## src/rtl/trading_pkg.sv

```systemverilog
// Shared types and widths for the order execution path.
package trading_pkg;

    typedef enum logic [1:0] {
        StIdle,
        StSend,
        StWaitAck,
        StCooldown
    } exec_state_e;

    localparam logic SIDE_BUY  = 1'b1;
    localparam logic SIDE_SELL = 1'b0;

    localparam int unsigned PRICE_W = 8;
    localparam int unsigned POS_W   = 8;
    localparam int unsigned CASH_W  = 24;

endpackage

```

## src/rtl/exec_timer.sv

```systemverilog
// Loadable down-counter; done_o is high while the count is zero.
module exec_timer #(
    parameter int unsigned Width = 16
) (
    input  logic             clk,
    input  logic             rst_n,
    input  logic             load_i,
    input  logic [Width-1:0] load_val_i,
    input  logic             dec_i,
    output logic             done_o
);

    logic [Width-1:0] count_q, count_d;

    always_comb begin
        count_d = count_q;
        if (load_i) begin
            count_d = load_val_i;
        end else if (dec_i && (count_q != '0)) begin
            count_d = count_q - 1'b1;
        end
    end

    always_ff @(posedge clk or negedge rst_n) begin
        if (!rst_n) begin
            count_q <= '0;
        end else begin
            count_q <= count_d;
        end
    end

    assign done_o = (count_q == '0);

endmodule

```

## src/rtl/order_executor.sv

```systemverilog
// Turns buy/sell pulses into exchange orders, waits for the ack and tracks position and cash.
module order_executor
    import trading_pkg::*;
#(
    parameter int unsigned QTY         = 1,
    parameter int unsigned MAX_POS     = 4,
    parameter int unsigned COOLDOWN    = 3,
    parameter int unsigned ACK_TIMEOUT = 15
) (
    input  logic                clk,
    input  logic                rst_n,
    input  logic [PRICE_W-1:0]  price_in_i,
    input  logic                buy_signal_i,
    input  logic                sell_signal_i,
    output logic                order_valid_o,
    input  logic                order_ready_i,
    output logic                order_side_o,
    output logic [PRICE_W-1:0]  order_price_o,
    output logic [7:0]          order_qty_o,
    input  logic                ack_valid_i,
    input  logic                ack_fill_i,
    output logic [POS_W-1:0]    position_o,
    output logic [CASH_W-1:0]   cash_o,
    output logic                busy_o,
    output logic                timeout_err_o,
    output logic [7:0]          drop_count_o
);

    localparam int unsigned TimerW = 16;
    localparam logic [TimerW-1:0] AckLoad  = TimerW'(ACK_TIMEOUT - 1);
    localparam logic [TimerW-1:0] CoolLoad = TimerW'(COOLDOWN - 1);
    localparam logic [7:0]        QtyVal   = 8'(QTY);

    exec_state_e         state_q, state_d;
    logic                side_q, side_d;
    logic [PRICE_W-1:0]  price_q, price_d;
    logic [7:0]          qty_q, qty_d;
    logic                valid_q, valid_d;
    logic                busy_q, busy_d;
    logic                terr_q, terr_d;
    logic [POS_W-1:0]    pos_q, pos_d;
    logic [CASH_W-1:0]   cash_q, cash_d;
    logic [7:0]          drop_q, drop_d;

    logic                tmr_load, tmr_dec, tmr_done;
    logic [TimerW-1:0]   tmr_load_val;
    logic                drop;
    logic                can_buy, can_sell;
    logic [15:0]         notional;
    logic [CASH_W-1:0]   notional_ext;
    int                  pos_int;

    // Limit checks in full signed int so the +/-QTY step cannot overflow POS_W.
    always_comb begin
        pos_int      = int'($signed(pos_q));
        can_buy      = (pos_int + int'(QTY)) <= int'(MAX_POS);
        can_sell     = (pos_int - int'(QTY)) >= -int'(MAX_POS);
        notional     = {8'b0, price_q} * {8'b0, QtyVal};
        notional_ext = {{(CASH_W - 16){1'b0}}, notional};
    end

    always_comb begin
        state_d      = state_q;
        side_d       = side_q;
        price_d      = price_q;
        qty_d        = qty_q;
        pos_d        = pos_q;
        cash_d       = cash_q;
        terr_d       = 1'b0;
        tmr_load     = 1'b0;
        tmr_load_val = AckLoad;
        tmr_dec      = 1'b0;
        drop         = 1'b0;

        case (state_q)
            StIdle: begin
                if (buy_signal_i && sell_signal_i) begin
                    drop = 1'b1;
                end else if (buy_signal_i || sell_signal_i) begin
                    if (buy_signal_i ? can_buy : can_sell) begin
                        side_d  = buy_signal_i ? SIDE_BUY : SIDE_SELL;
                        price_d = price_in_i;
                        qty_d   = QtyVal;
                        state_d = StSend;
                    end else begin
                        drop = 1'b1;
                    end
                end
            end
            StSend: begin
                drop = buy_signal_i || sell_signal_i;
                if (order_ready_i) begin
                    state_d      = StWaitAck;
                    tmr_load     = 1'b1;
                    tmr_load_val = AckLoad;
                end
            end
            StWaitAck: begin
                drop = buy_signal_i || sell_signal_i;
                // An ack on the final timeout cycle takes priority over the error.
                if (ack_valid_i || tmr_done) begin
                    if (ack_valid_i && ack_fill_i) begin
                        if (side_q == SIDE_BUY) begin
                            pos_d  = pos_q + QtyVal;
                            cash_d = cash_q - notional_ext;
                        end else begin
                            pos_d  = pos_q - QtyVal;
                            cash_d = cash_q + notional_ext;
                        end
                    end
                    terr_d       = !ack_valid_i;
                    state_d      = StCooldown;
                    tmr_load     = 1'b1;
                    tmr_load_val = CoolLoad;
                end else begin
                    tmr_dec = 1'b1;
                end
            end
            StCooldown: begin
                drop = buy_signal_i || sell_signal_i;
                if (tmr_done) begin
                    state_d = StIdle;
                end else begin
                    tmr_dec = 1'b1;
                end
            end
            default: state_d = StIdle;
        endcase

        drop_d  = (drop && (drop_q != 8'hFF)) ? drop_q + 8'd1 : drop_q;
        valid_d = (state_d == StSend);
        busy_d  = (state_d != StIdle);
    end

    always_ff @(posedge clk or negedge rst_n) begin
        if (!rst_n) begin
            state_q <= StIdle;
            side_q  <= 1'b0;
            price_q <= '0;
            qty_q   <= '0;
            valid_q <= 1'b0;
            busy_q  <= 1'b0;
            terr_q  <= 1'b0;
            pos_q   <= '0;
            cash_q  <= '0;
            drop_q  <= '0;
        end else begin
            state_q <= state_d;
            side_q  <= side_d;
            price_q <= price_d;
            qty_q   <= qty_d;
            valid_q <= valid_d;
            busy_q  <= busy_d;
            terr_q  <= terr_d;
            pos_q   <= pos_d;
            cash_q  <= cash_d;
            drop_q  <= drop_d;
        end
    end

    exec_timer #(
        .Width(TimerW)
    ) u_timer (
        .clk       (clk),
        .rst_n     (rst_n),
        .load_i    (tmr_load),
        .load_val_i(tmr_load_val),
        .dec_i     (tmr_dec),
        .done_o    (tmr_done)
    );

    assign order_valid_o = valid_q;
    assign order_side_o  = side_q;
    assign order_price_o = price_q;
    assign order_qty_o   = qty_q;
    assign position_o    = pos_q;
    assign cash_o        = cash_q;
    assign busy_o        = busy_q;
    assign timeout_err_o = terr_q;
    assign drop_count_o  = drop_q;

endmodule

```

## config.mk

```make
export PLATFORM = sky130hd
export DESIGN_NAME = order_executor
export DESIGN_NICKNAME = d
export VERILOG_FILES = /design/src/rtl/trading_pkg.sv /design/src/rtl/exec_timer.sv /design/src/rtl/order_executor.sv
export SDC_FILE = /design/constraint.sdc
export NUM_CORES = 1
export LEC_CHECK = 0
export CAP_MARGIN = 20
export CORE_UTILIZATION = 35
export DETAILED_ROUTE_END_ITERATION = 10
export HOLD_SLACK_MARGIN = 0.03
export PLACE_DENSITY = 0.6
export SYNTH_ARGS = -nofsm -noshare
export SYNTH_HDL_FRONTEND = slang
export SYNTH_SLANG_ARGS = --single-unit
```

## constraint.sdc

```tcl
create_clock -name clk -period 4.52 [get_ports clk]
set_input_delay 0.904 -clock clk [delete_from_list [all_inputs] [get_ports clk]]
set_output_delay 0.904 -clock clk [all_outputs]
set_load 0.05 [all_outputs]
```

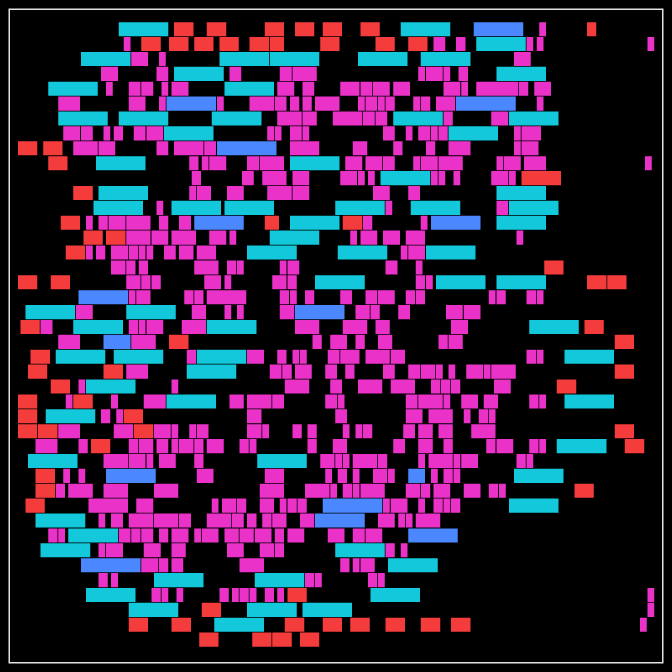
Fig. 1. Cell classes on the final placement (run 1).
Red stands for other buffers and delay cells, cells 70, share of their area 12%. Cyan stands for flops, cells 71, share of their area 31%. Blue stands for clock drivers and dummy loads, cells 15, share of their area 6.4%. Magenta stands for all other logic, cells 438, share of their area 51%.

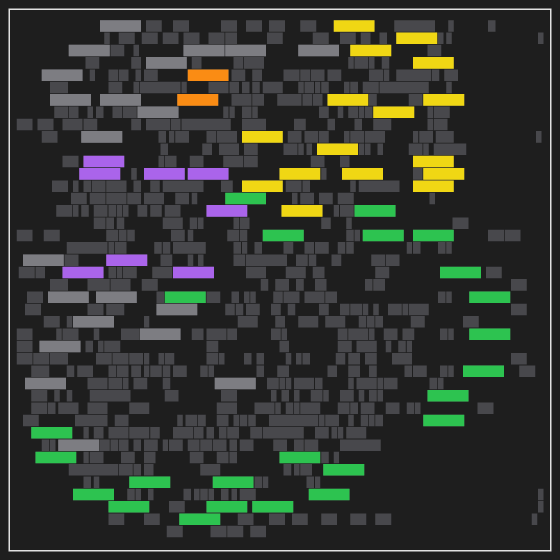
Fig. 2. Sequential cells grouped by signal name (run 1).
Orange stands for state_q, sequential cells 2. Yellow stands for u_timer.count_q, sequential cells 16. Purple stands for position_o, sequential cells 8. Green stands for cash_o, sequential cells 24.
Another 21 sequential cells are not colored.

==> run notes, run 1 <==
This memo summarizes the results of the implementation run.

Run status
The flow ran to the end, and the final reports show no timing, DRC or antenna violations.

Timing
The smallest clock period supported by the final layout is computed as between 3000 and 4000 ps. For reference, the final report shows the max-slew violation count at 0. The number of endpoints with negative hold slack in the final report is 0. The worst-margin pin slew is 608 ps.

The worst path meets setup with 721 ps of slack. The minimum hold slack is 431 ps. Setup repair after global routing left no endpoint under its margin. On the final layout, the worst clock skew is 6.09 ps. The final timing summary puts the cycle share of the worst path at 0.840.

The sum of negative setup slack is 0 ps.

Routing
The count of nets left with antenna violations once routing finished came out at 0. The first TritonRoute pass finished after 4 iterations. The DRC violation total left in the routed layout is recorded as 0. Per the log, the first TritonRoute iteration ended with a DRC count of 164.

Clock network
Looking at the clock tree report, the maximum root-to-sink buffer count equals 2. TritonCTS reports the number of clock sinks as 71. The tree is rooted in a sky130_fd_sc_hd__clkbuf_16. Buffers inserted during clock tree synthesis total 9. The hold-fix buffer count after cts is 0. The H-tree was split into 3 levels.

The source-to-sink clock delay at the later pin of the worst-skew pair is 350 ps.

GRT
The number of global-route vias before repair came to 4,019. Entering global routing, the biggest net connects roughly 46 pins. Routing resource usage on met3 recorded by global route was 0.0402. In the global route stage, overall resource usage came out at 0.174. The first global-routing pass estimated 19,500 µm of wire. For this run, global-route usage on met1 was measured as 0.219. The total global routing overflow is 0. The global router reports that the layer with the highest usage is met2.

For this run, global-route usage on met2 was measured as 0.282.

Floorplanning
The die extent in y is 119 µm. The floorplan core area is 13,300 µm². The area of the die is roughly 14,000 µm².

According to the I/O placement log, the pin count is 75. The core utilization at floorplan is 0.361. The number of placement rows is about 42.

Worst setup path
The worst setup path is launched from a flop. The worst setup path is captured at a flop. The slack of the worst reg-to-reg path is 720 ps. The delay of the slowest cell on the worst path is 520 ps.

The signal on the critical path passes through inv_1 > ha_1 > nor3b_1 > nand3b_1 > o21ai_0 > ha_1 > a21o_1 > a31oi_1 > o22ai_1 > a2111oi_0 > a21oi_1 > o21ai_0 > xnor2_1. Along the worst path, the maximum fanout reaches 6. For reference, the most critical setup path is categorized as flop to flop.

According to the timing report, the arrival time at the worst endpoint equals 4070 ps.

Final layout
The post-route cell area is approximately 6000 µm². 0 antenna diodes ended up in the layout. The layout-stage area growth over the synthesis result is 24.9%. The most common logic cells in the final layout are sky130_fd_sc_hd__dfrtp_1 (71), sky130_fd_sc_hd__clkdlybuf4s50_1 (66), sky130_fd_sc_hd__nand2_1 (62), sky130_fd_sc_hd__o21ai_0 (46), sky130_fd_sc_hd__nor2_1 (39).

The top cell type in the final layout, fill and taps aside, is sky130_fd_sc_hd__dfrtp_1. At the end of the flow the core is filled with cells to 0.451.

Logic synthesis
The async set-or-reset flop fraction in the synthesized netlist is 1.00. After technology mapping, the gate count stands at roughly 530. The synthesis report lists the most area-consuming cells as sky130_fd_sc_hd__dfrtp_1 (37%), sky130_fd_sc_hd__ha_1 (9.9%), sky130_fd_sc_hd__xnor2_1 (6.6%). The synthesized design spends more area on one cell type than any other, namely sky130_fd_sc_hd__dfrtp_1.

The synthesized area divided by synthesized cell count is around 9.1 µm². In the Yosys report the total cell count is 525. Of the synthesized area, sequential elements account for 0.370. The share of the synthesized area in the top cell type is 0.370. The chip area line of the yosys report is roughly 4800 µm².

The total standard cell area after synthesis is 4800 µm². The number of warnings printed during yosys synthesis is 0. The synthesis report names the predominant flop master as sky130_fd_sc_hd__dfrtp_1.

Counting flops and latches in the post-synthesis netlist gives 71.

Placement
The worst setup slack after placement is 783 ps. The sum of net half-perimeters after detailed placement is 8600 µm. The number of placed instances, taps included, is 754. In this run the cell area measured after placement is 5610 µm².

Job
The number of warnings in the stage logs is 30. Across the run, the number of max-cap violations was 0.

Hold path
The most critical min-delay path falls under input pin to asynchronous set/reset pin.
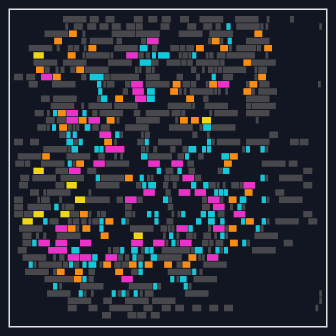
Fig. 3. Selected gate families (run 1).
Magenta stands for adder and majority cells, cells 40. Yellow stands for multiplexers, cells 9. Orange stands for XOR/XNOR gates, cells 53. Cyan stands for inverting AOI/OAI gates, cells 106.
non-filler cells, final: 770
fraction of standard cell area in multi-input logic: 0.479

==> run 1: synthesized netlist by cell type, types with 8 or more instances <==
cell type	count
sky130_fd_sc_hd__a21o_1	18
sky130_fd_sc_hd__a21oi_1	28
sky130_fd_sc_hd__and3_1	8
sky130_fd_sc_hd__buf_4	8
sky130_fd_sc_hd__clkbuf_1	10
sky130_fd_sc_hd__dfrtp_1	71
sky130_fd_sc_hd__ha_1	38
sky130_fd_sc_hd__inv_1	15
sky130_fd_sc_hd__nand2_1	62
sky130_fd_sc_hd__nand2b_1	8
sky130_fd_sc_hd__nand3_1	9
sky130_fd_sc_hd__nand4_1	8
sky130_fd_sc_hd__nor2_1	39
sky130_fd_sc_hd__nor2b_1	9
sky130_fd_sc_hd__nor3_1	9
sky130_fd_sc_hd__o21ai_0	46
sky130_fd_sc_hd__xnor2_1	36
sky130_fd_sc_hd__xor2_1	17
==> run 1: kinds of logic (layout without fill, tap and decap cells) <==
group | count (synthesis) | count (layout) | share of synthesized area
fa+ha+maj | 40 | 40 | 0.107
mux | 9 | 9 | 0.0203
other cells | 1 | 7 | 0.000781
flops | 71 | 71 | 0.370
xor+xnor | 53 | 53 | 0.0967
buf+inv | 37 | 100 | 0.0370
simple gates | 182 | 182 | 0.191
compound gates | 132 | 132 | 0.176
==> run 1: sequential cells by signal, indices dropped and copies added (netlist names) <==
| signal | cells |
|---|---|
| order_side_o | 1 |
| position_o | 8 |
| order_qty_o | 1 |
| cash_o | 24 |
| drop_count_o | 8 |
| busy_o | 1 |
| timeout_err_o | 1 |
| u_timer.count_q | 16 |
| order_price_o | 8 |
| order_valid_o | 1 |
| state_q | 2 |
==> run 1: final cells by class <==
class | count | area, µm²
Clock buffer | 10 | 239
Clock inverter | 5 | 129
Inverter | 15 | 56.3
Timing Repair Buffer | 70 | 701
Multi-Input combinational cell | 423 | 2870
Fill cell | 1289 | 7300
Tap cell | 176 | 220
Sequential cell | 71 | 1780
==> run 1: per-layer routing <==
metal / up-vias / share of wire
li1: 1983 / -
met1: 1891 / 0.48
met2: 83 / 0.45
met3: 23 / 0.045
met4: 0 / 0.024
met5: - / 0
==> run 1: worst paths after layout <==
kind                                            end             start  depth (start not counted)
worst max-delay path                     cash_o[23]  order_price_o[0]                         13
worst min-delay path            u_timer.count_q[14]             rst_n                          1
worst max register to register           cash_o[23]  order_price_o[0]                         13
worst min register to register       order_qty_o[0]    order_qty_o[0]                          1
max in group asynchronous             position_o[2]             rst_n                          3
min in group clk                     order_qty_o[0]    order_qty_o[0]                          1
==> run 1: worst max-delay path, delay by kind of cell (launching register included) <==
kind,cells,cell delay [ps]
simple gates,2,510
compound gates,7,1980
flops,1,420
buf+inv,1,100
fa+ha+maj,2,570
xor+xnor,1,150
Fig. 4: run 1, clock network drawn from the DEF
Bar = 20 µm.
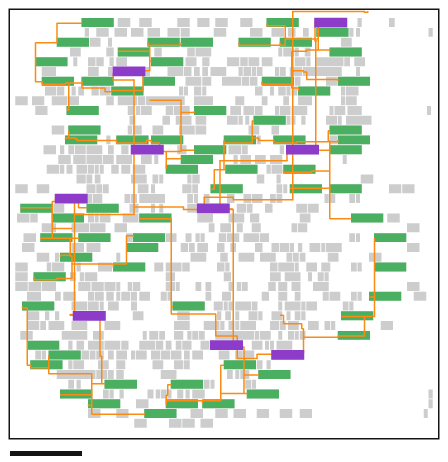

--- run 2 (diff from run 1) ---
clock period = 3.6 ns   (was 4.52 ns; I/O delays follow)
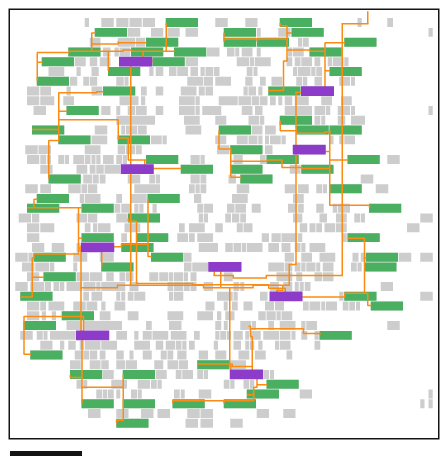
Fig. 5. Clock network drawn from the DEF (run 2).
Bar = 20 µm.
Purple stands for cells driving clock nets, count 9. Green stands for flip-flops, count 71. Orange stands for clock wires, length 1,130 µm.
There are 10 routed clock nets.

==> run 2 against run 1 <==
  * Clock skew barely moved
  * Clock-buffer cell count rose by 1
  * Critical path depth did not move
  * Sequential share of layout area fell by 0.068 points
  * Flip-flop count did not move
  * Maximum frequency rose by 17%
  * Die size did not move
==> run notes, run 2 <==
This memo summarizes the results of the implementation run.

Run status
The flow ran to the end, and the final reports show no timing, DRC or antenna violations.

Hold path
The min-delay analysis places its worst path in the category input pin to asynchronous set/reset pin.

Final layout
Between the synthesized netlist and the finished layout, the area growth was recorded as 25.2%. The number of fillers in the final layout is 1,265 (-1.9%). The flip-flop count of the largest register, all copies and words added is 24 (unchanged).

The most common logic cells in the final layout are sky130_fd_sc_hd__dfrtp_1 (71), sky130_fd_sc_hd__clkdlybuf4s50_1 (66), sky130_fd_sc_hd__nand2_1 (62), sky130_fd_sc_hd__o21ai_0 (43), sky130_fd_sc_hd__nor2_1 (39).

Floorplanning
The area of the die is 14,200 µm² (unchanged). The floorplan core area is 13,300 µm² (unchanged). The number of top-level pins is 75 (unchanged). The number of placement rows is 42 (unchanged). The core utilization at floorplan is 0.361 (unchanged).

Clock network
The maximum level of the CTS H-tree is 3 (unchanged). The cell sitting at the root of the clock tree is a sky130_fd_sc_hd__clkbuf_16.

Logic synthesis
Ranked by instance count, the synthesized netlist is headed by sky130_fd_sc_hd__dfrtp_1 (71), sky130_fd_sc_hd__nand2_1 (62), sky130_fd_sc_hd__o21ai_0 (46). The yosys cell count is 525 (unchanged). The async set-or-reset flop fraction in the synthesized netlist is 1.00 (unchanged). The total standard cell area after synthesis is 4800 µm² (unchanged). The number of warnings printed during yosys synthesis was 0 (unchanged). The synthesized area divided by synthesized cell count came to 9.14 µm² (unchanged). Ranked by total cell area, the synthesized netlist is headed by sky130_fd_sc_hd__dfrtp_1 (37%), sky130_fd_sc_hd__ha_1 (9.9%), sky130_fd_sc_hd__xnor2_1 (6.6%). The flip-flop and latch count after synthesis is 71 (unchanged). The biggest area contributor in the post-synthesis netlist is sky130_fd_sc_hd__dfrtp_1. The most repeated cell in the gate-level netlist after synthesis is sky130_fd_sc_hd__dfrtp_1. Per the synth stats, the flop cell with the highest instance count is sky130_fd_sc_hd__dfrtp_1.

Timing
The minimum hold slack was 386 ps (-44.9 ps). The sum of negative setup slack is 0 ps (unchanged). The worst clock skew is 6.05 ps (-0.0305 ps).

Worst setup path
The data arrival time of the worst path is 3500 ps (-570 ps). The cell sequence reported for the critical path is nor3_1 > nand2b_1 > nor4_1 > buf_4 > a21o_1 > ha_1 > a21oi_2 > o21ai_0 > or3b_2 > a41oi_1 > o31ai_1 > xnor2_1 > o21ai_0. The setup path with the least slack is of type flop to flop. The delay of the slowest cell on the worst path is 470 ps (-50 ps). STA classifies the critical path endpoint as a flop.

Routing
The first-pass iteration count of the detailed router is 8 (+4). The post-route antenna net violation count came to 0 (unchanged).

GRT
The maximum number of pins on one net before global-route repair is 35 (-24%). The number of global-route vias before repair is 4,006 (-0.32%). The global-route wire length before repair is 19,900 µm (+2.1%).

Placement
The sum of net half-perimeters after detailed placement came to 8980 µm (+4.4%).

Job
The max-cap violation count is 0 (unchanged).
run 2: cell counts after synthesis:
Identical to the previous run, type by type.
run 2: path summary, 6_finish.rpt:
check,startpoint,to,slack [ps],cells after the start
max,order_price_o[2],cash_o[20],370,13
min,rst_n,u_timer.count_q[10],390,1
max reg2reg,order_price_o[2],cash_o[20],370,13
min reg2reg,order_qty_o[0],order_qty_o[0],470,1
max in group asynchronous,rst_n,drop_count_o[0],2430,2
min in group clk,order_qty_o[0],order_qty_o[0],470,1
run 2: per-stage QoR:
step,cells,instance area (µm²),worst slack [ps],util
CTS,777,5980,7.92,0.450
finish,777,6010,367,0.452
floorplan,531,4820,189,-
global route,777,6010,27.1,0.452
detailed placement,761,5660,14.3,0.426
global placement,761,5660,199,0.426
run 2: final cells by class:
class	count	area, µm²	area share
clock buffer	11	243	0.0404
clock inverter	5	81.3	0.0135
inverter	15	56.3	0.00937
multi-input combinational	423	2900	0.482
sequential	71	1780	0.296
tap	176	220	0.0367
timing repair buffer	76	733	0.122
run 2: repair_timing:
item / in CTS / in global routing
setup endpoints to repair: 0 / 2
resized: 0 / 9
buffers inserted: 0 / 0
run 2: logic make-up (layout without fill, tap and decap cells):
family                     after synthesis  in the layout  share of synthesized area
other                                    1              7                   0.000781
xor gates and xnor gates                53             53                     0.0967
AOI/OAI and AO/OA                      132            132                      0.176
muxes                                    9              9                     0.0203
adders and majority gates               40             40                      0.107
DFF                                     71             71                      0.370
buffers and inverters                   37            107                     0.0370
and+or+nand+nor                        182            182                      0.191
run 2: metal layers:
layer / up-vias / global-route usage / wire length [µm]
met1: 1912 / 0.232 / 5580
li1: 2004 / - / -
met2: 98 / 0.287 / 5410
met5: - / 0 / 0
met3: 13 / 0.0307 / 509
met4: 0 / 0.0807 / 233
run 2: worst max-delay path: cells and delay by family, from the launching register on:
family / cells / cell delay [ps]
AND/OR/NAND/NOR: 4 / 1050
adder cells (fa/ha/maj): 1 / 330
flip-flops: 1 / 460
buffers and inverters: 1 / 180
AND-OR/OR-AND: 6 / 990
XOR/XNOR: 1 / 130
Fig. 6: run 2, cell classes on the final placement
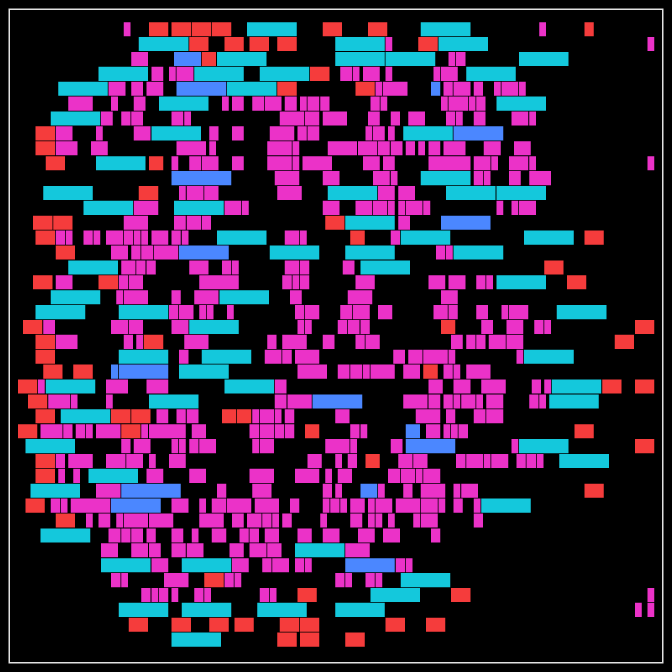

--- run 3 (diff from run 2) ---
ABC_AREA = 1   (was default)
CORE_MARGIN = 2   (was default)
PLACE_DENSITY = 0.59   (was 0.6)
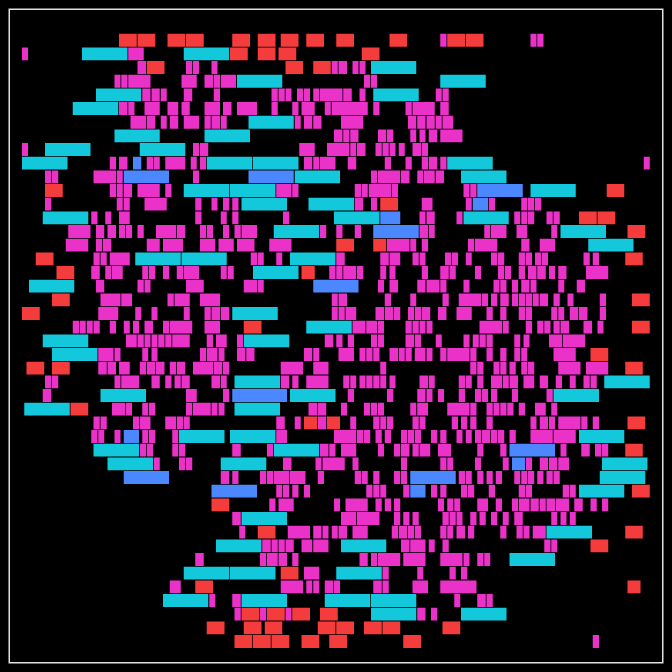
Fig. 7. Cell classes on the final placement (run 3).
Red stands for other buffers and delay cells, cells 71, share of their area 11%. Cyan stands for flops, cells 71, share of their area 28%. Blue stands for clock drivers and dummy loads, cells 16, share of their area 4.7%. Magenta stands for all other logic, cells 736, share of their area 57%.

==> run 3 against run 2 <==
  * Maximum frequency up 16%
  * Flip-flop count did not move
  * First-iteration DRC count is 110% higher
  * Global-route usage shrank 0.13 points
  * Worst setup slack improved by 450 ps
  * Clock-buffer cell count decreased by 2
  * Worst hold slack better by 89 ps
  * Cell count up 42%
  * Design area is 12% higher
  * Critical path type unchanged
==> run notes, run 3 <==
This memo summarizes the results of the implementation run.

Logic synthesis
The tally of unique sky130hd cells used after synthesis is 41. Yosys reports that the most numerous cell types are sky130_fd_sc_hd__nand2_1 (283), sky130_fd_sc_hd__inv_1 (120), sky130_fd_sc_hd__nor2_1 (72). The basic-gate share of the synthesized area counting and, or, nand and nor cells is 0.368 (+0.177). The async set-or-reset flop fraction in the synthesized netlist was 1.00 (unchanged). The total standard cell area after synthesis was 5540 µm² (+15%).

The parity-gate share of the synthesized area counting xor and xnor cells was 0.0443 (-0.0524). Looking at the cell usage after synthesis, the top flip-flop cell is sky130_fd_sc_hd__dfrtp_1. The dominant non-sequential cell family after synthesis is simple AND/OR/NAND/NOR gates.

The number of warnings printed during yosys synthesis was 0 (unchanged). The share of cell area taken by muxes after synthesis is 0 (-0.0203). The synthesized area divided by synthesized cell count was 6.77 µm² (-26%). The compound-cell area share of the yosys netlist is 0.0714 (-0.105). Summed over all instances, the cell type with the most area after synthesis is sky130_fd_sc_hd__dfrtp_1. The yosys cell count is 818 (+56%). The post-synthesis adder-cell area fraction was 0.0931 (-0.0143). The flip-flop and latch count after synthesis is 71 (unchanged). The most repeated cell in the gate-level netlist after synthesis is sky130_fd_sc_hd__nand2_1. Sorting the synthesized cells by area gives the leading types as sky130_fd_sc_hd__dfrtp_1 (32%), sky130_fd_sc_hd__nand2_1 (19%), sky130_fd_sc_hd__ha_1 (8.6%).

Floorplanning
The number of top-level pins is 75 (unchanged). The number of placement rows is 45 (+7.1%). The area of the die is 16,800 µm² (+19%). The floorplan core area was 15,300 µm² (+15%).

The core utilization at floorplan is 0.362 (+0.000518). Per the OpenROAD floorplan log, the height of the die is 130 µm.

Placement
The port buffer count is 67. Routability-driven placement finished with a final weighted congestion of 0.945. The sum of net half-perimeters after detailed placement is 10,900 µm (+22%).

Routing
The post-route antenna net violation count is 0 (unchanged). The first-pass iteration count of the detailed router is 4 (-4). Dividing the detail-routed wire length by the instance count gives about 13 µm.

The total length of routed wires is 14,000 µm. The vias after detailed routing is about 5,100.

Timing
The worst-margin pin slew is 925 ps. The minimum hold slack is 475 ps (+89.1 ps). The count of endpoints failing setup in the final report is 0.

The sum of negative setup slack is 0 ps (unchanged). The number of endpoints with negative hold slack in the final report is 0. Setup repair after global routing left no endpoint under its margin. The max-slew violation count is 0. The worst clock skew came to 7.19 ps (+1.14 ps).

Worst setup path
The buffer and inverter count on the worst path came to 0 (-1). Walking the worst path, the cells encountered are nor4_1 > and3_1 > ha_1 > o21ai_0 > ha_1 > nand2_1 > nor2_1 > nand2_1 > nor2_1 > nand2_1 > nand3_1 > nand2_1 > nand3_1 > nand2_1. The required time of the critical path is 3830 ps. The delay of the slowest cell on the worst path is 430 ps (-40 ps). STA lists the maximum fanout along the critical path as 5. The data arrival time of the worst path is 3020 ps (-480 ps).

The critical path capture point type is a flop. The critical setup path kind is flop to flop. The standard cell with the maximum stage delay on the critical path is sky130_fd_sc_hd__nor4_1. The dominant delay contributor by cell family on the critical path is simple AND/OR/NAND/NOR gates.

The type of element launching the critical path is a flop.

Final layout
The flip-flop count of the largest register, all copies and words added is 24 (unchanged). The fraction of final layout cells with drive strength greater than 1 is 0.0582. In the layout the commonest cells are sky130_fd_sc_hd__nand2_1 (283), sky130_fd_sc_hd__inv_1 (120), sky130_fd_sc_hd__nor2_1 (72), sky130_fd_sc_hd__dfrtp_1 (71), sky130_fd_sc_hd__clkdlybuf4s50_1 (66). The layout-stage area growth over the synthesis result is 21.4%.

Run status
The flow ran to the end, and the final reports show no timing, DRC or antenna violations.

Clock network
For the worst-skew pair, the clock arrives at the later sink with an insertion delay of 340 ps. The sink count of the clock tree is 71. The number of buffers created by CTS is 9.

The tree is rooted in a sky130_fd_sc_hd__clkbuf_16. The post-cts repair resize count is 0 (unchanged). The maximum level of the CTS H-tree is 3 (unchanged). The post-CTS setup-driven buffer insertion count was 0 (unchanged).

Hold path
The worst hold-check path type is flop to flop.

GRT
The maximum number of pins on one net before global-route repair is 72 (+110%). The number of global-route vias before repair is 4,899 (+22%). The global-route wire length before repair was 23,500 µm (+18%).

Job
The max-cap violation count is 0 (unchanged).
[run 3: netlist changes by cell type in the layout (fill, tap and decap cells not counted), sizes merged, moves of 18 or more]
cell,previous run,this run
nand2,62,291
xnor2,36,13
inv,15,125
nand3,9,64
nor2,41,77
a21o,18,0
[run 3: cell type report]
class / count / area (µm²)
Clock buffer: 9 / 225
Clock inverter: 7 / 80.1
Fill cell: 1614 / 8590
Inverter: 122 / 458
Multi-Input combinational cell: 614 / 3220
Sequential cell: 71 / 1780
Tap cell: 211 / 264
Timing Repair Buffer: 71 / 698
[run 3: worst reg2reg max path, delay by kind of cell, from the launching register on]
family          cells  cell delay, ps
compound gates      1             160
fa+ha+maj           2             460
flops               1             420
simple gates       11            1640
[run 3: cell families (layout without fill, tap and decap cells)]
logic type | Yosys count | in the layout
buf+inv | 139 | 209
flops | 71 | 71
simple gates | 469 | 469
compound gates | 70 | 70
xor+xnor | 28 | 28
fa+ha+maj | 40 | 40
other cells | 1 | 7
[run 3: worst paths after layout]
check / end / slack (ps) / startpoint / cells past startpoint
hold / removal: order_qty_o[0] / 480 / order_qty_o[0] / 1
setup / recovery: cash_o[22] / 810 / order_price_o[3] / 14
hold reg to reg: order_qty_o[0] / 480 / order_qty_o[0] / 1
min in group asynchronous: cash_o[9] / 510 / rst_n / 1
max in group asynchronous: drop_count_o[3] / 2490 / rst_n / 1
setup reg to reg: cash_o[22] / 810 / order_price_o[3] / 14
[run 3: per-stage QoR]
stage                     utilization  cell area, µm²  std cells  worst slack (ps)
after floorplan                     -            5560        824               607
after global placement          0.419            6410       1089               859
after detailed placement        0.419            6410       1089               830
after CTS                       0.439            6720       1105               810
after global routing            0.439            6720       1105               496
final                           0.439            6720       1105               815
[run 3: layer usage]
layer / part of all wire / GRT usage / up-vias
met5: 0 / 0 / -
met4: 0.014 / 0.0411 / 0
met3: 0.047 / 0.0455 / 13
met2: 0.47 / 0.295 / 90
met1: 0.47 / 0.230 / 2310
li1: - / - / 2701
